[src/rtl/dm_pkg.sv]
// Shared definitions for the data memory responder.
// Holds the FSM state encoding, the default DEPTH / WAIT_STATES constants,
// the wait counter width and the address error check.
package dm_pkg;

  localparam int DM_DEPTH_DEF       = 64;
  localparam int DM_WAIT_STATES_DEF = 2;
  localparam int DM_CNT_W           = 4;

  typedef enum logic [1:0] {
    IDLE    = 2'd0,
    WAIT    = 2'd1,
    RESPOND = 2'd2
  } dm_state_e;

  // Misaligned byte address, or word index beyond the array. The full 30-bit
  // word index is compared so high address bits never alias onto real words.
  function automatic logic dm_addr_err(input logic [31:0] addr,
                                       input int unsigned depth);
    return (addr[1:0] != 2'b00) || ({2'b00, addr[31:2]} >= depth);
  endfunction

endpackage

[src/rtl/dm_wait_counter.sv]
// Down-counter that times the wait phase of the responder.
// Ports:
//   clk, rst  : parent clock and synchronous active-high reset
//   load      : load load_val this cycle (has priority over decrement)
//   load_val  : value to load
//   dec_en    : decrement by one; holds at zero
//   zero      : counter currently equals zero
module dm_wait_counter
  import dm_pkg::*;
(
  input  logic                clk,
  input  logic                rst,
  input  logic                load,
  input  logic [DM_CNT_W-1:0] load_val,
  input  logic                dec_en,
  output logic                zero
);

  logic [DM_CNT_W-1:0] cnt;

  always_ff @(posedge clk) begin
    if (rst) begin
      cnt <= '0;
    end else if (load) begin
      cnt <= load_val;
    end else if (dec_en && (cnt != '0)) begin
      cnt <= cnt - 1'b1;
    end
  end

  assign zero = (cnt == '0);

endmodule

[src/rtl/data_mem_responder.sv]
// Single-outstanding load/store responder over a register-array memory with a
// fixed, parameterised response latency of WAIT_STATES+1 cycles.
// Ports:
//   clk_DataMem, rst_DataMem : clock, synchronous active-high reset
//   req_valid/req_write/req_addr/req_wdata : request from initiator
//   req_ready  : high only while idle; request accepted on valid & ready
//   resp_valid : one-cycle response pulse
//   resp_rdata : load data (0 for stores and errors)
//   resp_err   : misaligned or out-of-range access
module data_mem_responder
  import dm_pkg::*;
#(
  parameter int DEPTH       = DM_DEPTH_DEF,
  parameter int WAIT_STATES = DM_WAIT_STATES_DEF
) (
  input  logic        clk_DataMem,
  input  logic        rst_DataMem,
  input  logic        req_valid,
  input  logic        req_write,
  input  logic [31:0] req_addr,
  input  logic [31:0] req_wdata,
  output logic        req_ready,
  output logic        resp_valid,
  output logic [31:0] resp_rdata,
  output logic        resp_err
);

  localparam int IDX_W = (DEPTH > 1) ? $clog2(DEPTH) : 1;
  localparam bit NO_WAIT = (WAIT_STATES == 0);
  localparam logic [DM_CNT_W-1:0] CNT_LOAD =
    (WAIT_STATES > 0) ? DM_CNT_W'(WAIT_STATES - 1) : '0;

  dm_state_e   state;
  logic        lat_write;
  logic [31:0] lat_addr;
  logic [31:0] lat_wdata;

  logic [31:0] mem [DEPTH];

  logic             accept;
  logic             cnt_load;
  logic             cnt_dec;
  logic             cnt_zero;
  logic             sel_write;
  logic [31:0]      sel_addr;
  logic             sel_err;
  logic [IDX_W-1:0] sel_idx;
  logic [31:0]      load_data;

  assign accept   = (state == IDLE) && req_valid;
  assign cnt_load = accept && !NO_WAIT;
  assign cnt_dec  = (state == WAIT);

  dm_wait_counter u_wait_counter (
    .clk      (clk_DataMem),
    .rst      (rst_DataMem),
    .load     (cnt_load),
    .load_val (CNT_LOAD),
    .dec_en   (cnt_dec),
    .zero     (cnt_zero)
  );

  // With no wait states the response is produced on the acceptance edge, so
  // the request being latched is taken straight from the inputs; otherwise
  // the already latched request drives the response and the memory write.
  always_comb begin
    if (state == IDLE) begin
      sel_write = req_write;
      sel_addr  = req_addr;
    end else begin
      sel_write = lat_write;
      sel_addr  = lat_addr;
    end
    sel_err   = dm_addr_err(sel_addr, DEPTH);
    sel_idx   = sel_addr[IDX_W+1:2];
    load_data = (sel_err || sel_write) ? '0 : mem[sel_idx];
  end

  // Control FSM with registered outputs
  always_ff @(posedge clk_DataMem) begin
    if (rst_DataMem) begin
      state      <= IDLE;
      lat_write  <= 1'b0;
      lat_addr   <= '0;
      lat_wdata  <= '0;
      req_ready  <= 1'b1;
      resp_valid <= 1'b0;
      resp_rdata <= '0;
      resp_err   <= 1'b0;
    end else begin
      resp_valid <= 1'b0;
      resp_rdata <= '0;
      resp_err   <= 1'b0;
      case (state)
        IDLE: begin
          if (req_valid) begin
            lat_write <= req_write;
            lat_addr  <= req_addr;
            lat_wdata <= req_wdata;
            req_ready <= 1'b0;
            if (NO_WAIT) begin
              state      <= RESPOND;
              resp_valid <= 1'b1;
              resp_err   <= sel_err;
              resp_rdata <= load_data;
            end else begin
              state <= WAIT;
            end
          end
        end
        WAIT: begin
          if (cnt_zero) begin
            state      <= RESPOND;
            resp_valid <= 1'b1;
            resp_err   <= sel_err;
            resp_rdata <= load_data;
          end
        end
        RESPOND: begin
          state     <= IDLE;
          req_ready <= 1'b1;
        end
        default: begin
          state     <= IDLE;
          req_ready <= 1'b1;
        end
      endcase
    end
  end

  // Storage: legal stores commit on the edge leaving RESPOND
  always_ff @(posedge clk_DataMem) begin
    if (rst_DataMem) begin
      for (int i = 0; i < DEPTH; i++) begin
        mem[i] <= '0;
      end
    end else if ((state == RESPOND) && sel_write && !sel_err) begin
      mem[sel_idx] <= lat_wdata;
    end
  end

endmodule
[config.mk]
export PLATFORM = sky130hd
export DESIGN_NAME = data_mem_responder
export DESIGN_NICKNAME = d
export VERILOG_FILES = /design/src/rtl/dm_pkg.sv /design/src/rtl/dm_wait_counter.sv /design/src/rtl/data_mem_responder.sv
export SDC_FILE = /design/constraint.sdc
export NUM_CORES = 2
export LEC_CHECK = 0
export ABC_AREA = 1
export CAP_MARGIN = 25
export CORE_ASPECT_RATIO = 2
export CORE_UTILIZATION = 50
export DETAILED_ROUTE_END_ITERATION = 6
export PLACE_DENSITY = 0.66
export SKIP_CTS_REPAIR_TIMING = 1
export SYNTH_ARGS = -nofsm -noshare
export SYNTH_HDL_FRONTEND = slang
export SYNTH_SLANG_ARGS = --single-unit
[constraint.sdc]
create_clock -name clk_DataMem -period 3.65 [get_ports clk_DataMem]
set_input_delay 0.73 -clock clk_DataMem [delete_from_list [all_inputs] [get_ports clk_DataMem]]
set_output_delay 0.73 -clock clk_DataMem [all_outputs]
set_load 0.02 [all_outputs]
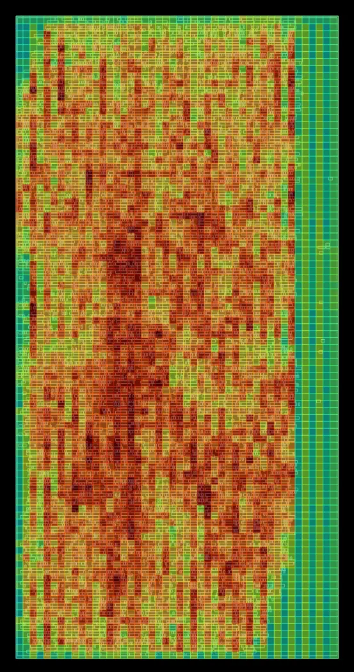
(routing congestion)
M2 GR Usage: 55.1%
Avg WL per Cell: 23.1 um
M3 GR Usage: 3.59%

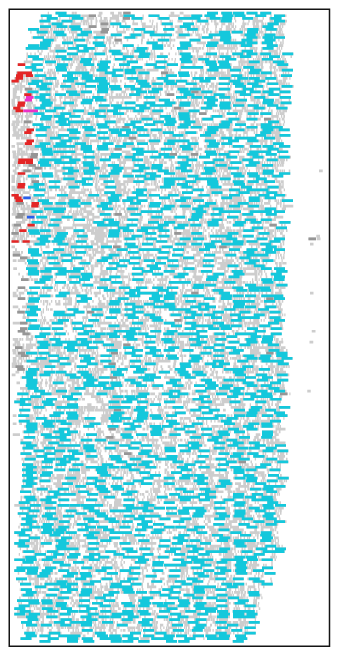
(where the registers sit)
Scale: 1 px per um. Other sequential cells in the stronger gray, the rest of the logic in the fainter gray.
[lat_addr] red | placed flops: 32 | where: top left
[mem] cyan | placed flops: 2,048 | where: widely spread
[state] blue | placed flops: 2
[u_wait_counter.cnt] magenta | placed flops: 4 | where: top left
not colored: 68
Seq. pwr: 28.0 mW
flop share of the area: 55.4%
Util after Layout: 57.6%

==> deck_impl_summary.md <==
Key Metrics from the Run

Run status
  • Outcome: complete, but fails checks
  • Failing checks: negative setup slack

STA
  • Setup violations, final: 1
  • Worst slew pin tran: 1.18 ns
  • Worst Skew: 0.0447 ns
  • Fin worst setup slack: -0.00237 ns
  • Worst rel slew slack: 21.6%
  • Max Clk Rate: 274 MHz
  • Final Slew Violations: 0

Critical path
  • CP Depth: 14
  • R2R Path Start: state[1]
  • Worst reg2reg endpoint: resp_rdata[16]
  • Largest stage delay, worst path: 0.61 ns
  • CP bufs+invs: 4

Global route
  • Initial antenna violation count: 8
  • First-pass GRT wire length: 476 mm

Detailed routing
  • Routed via count: 77,320
  • Routed wire length on met2: 161 mm
  • Post-Route WL: 326 mm
  • Post-route ant nets: 0

Synthesis
  • Flip-flops with a built-in enable: 2,048
  • Top cells by area: edfxtp_1, nand2_1, nor2_1, inv_1, nand3_1
  • Adder Area Share: 0.0125%
  • Gate Count Post-Synth: 11,298

Power
  • Top pwr grp: sequential cells
  • Clock-net power: 20.4 mW
  • Gate power share: 16.7%

Clocking
  • Worst-case clock buffer depth: 4
  • CTS clk-pin slew, worst paths: 0.07 ns
  • CTS root buf: clkbuf_16

Layout
  • Finished Cell Area: 115,000 um^2
  • Sequential Area: 63,600 um^2
  • Bufs w/o clock: 711
  • Fillers: 16,993

Hold path
  • Worst min path class: flop to flop

Place
  • Dpl ws: -0.711 ns
Power is estimated from default activity; no workload was simulated.
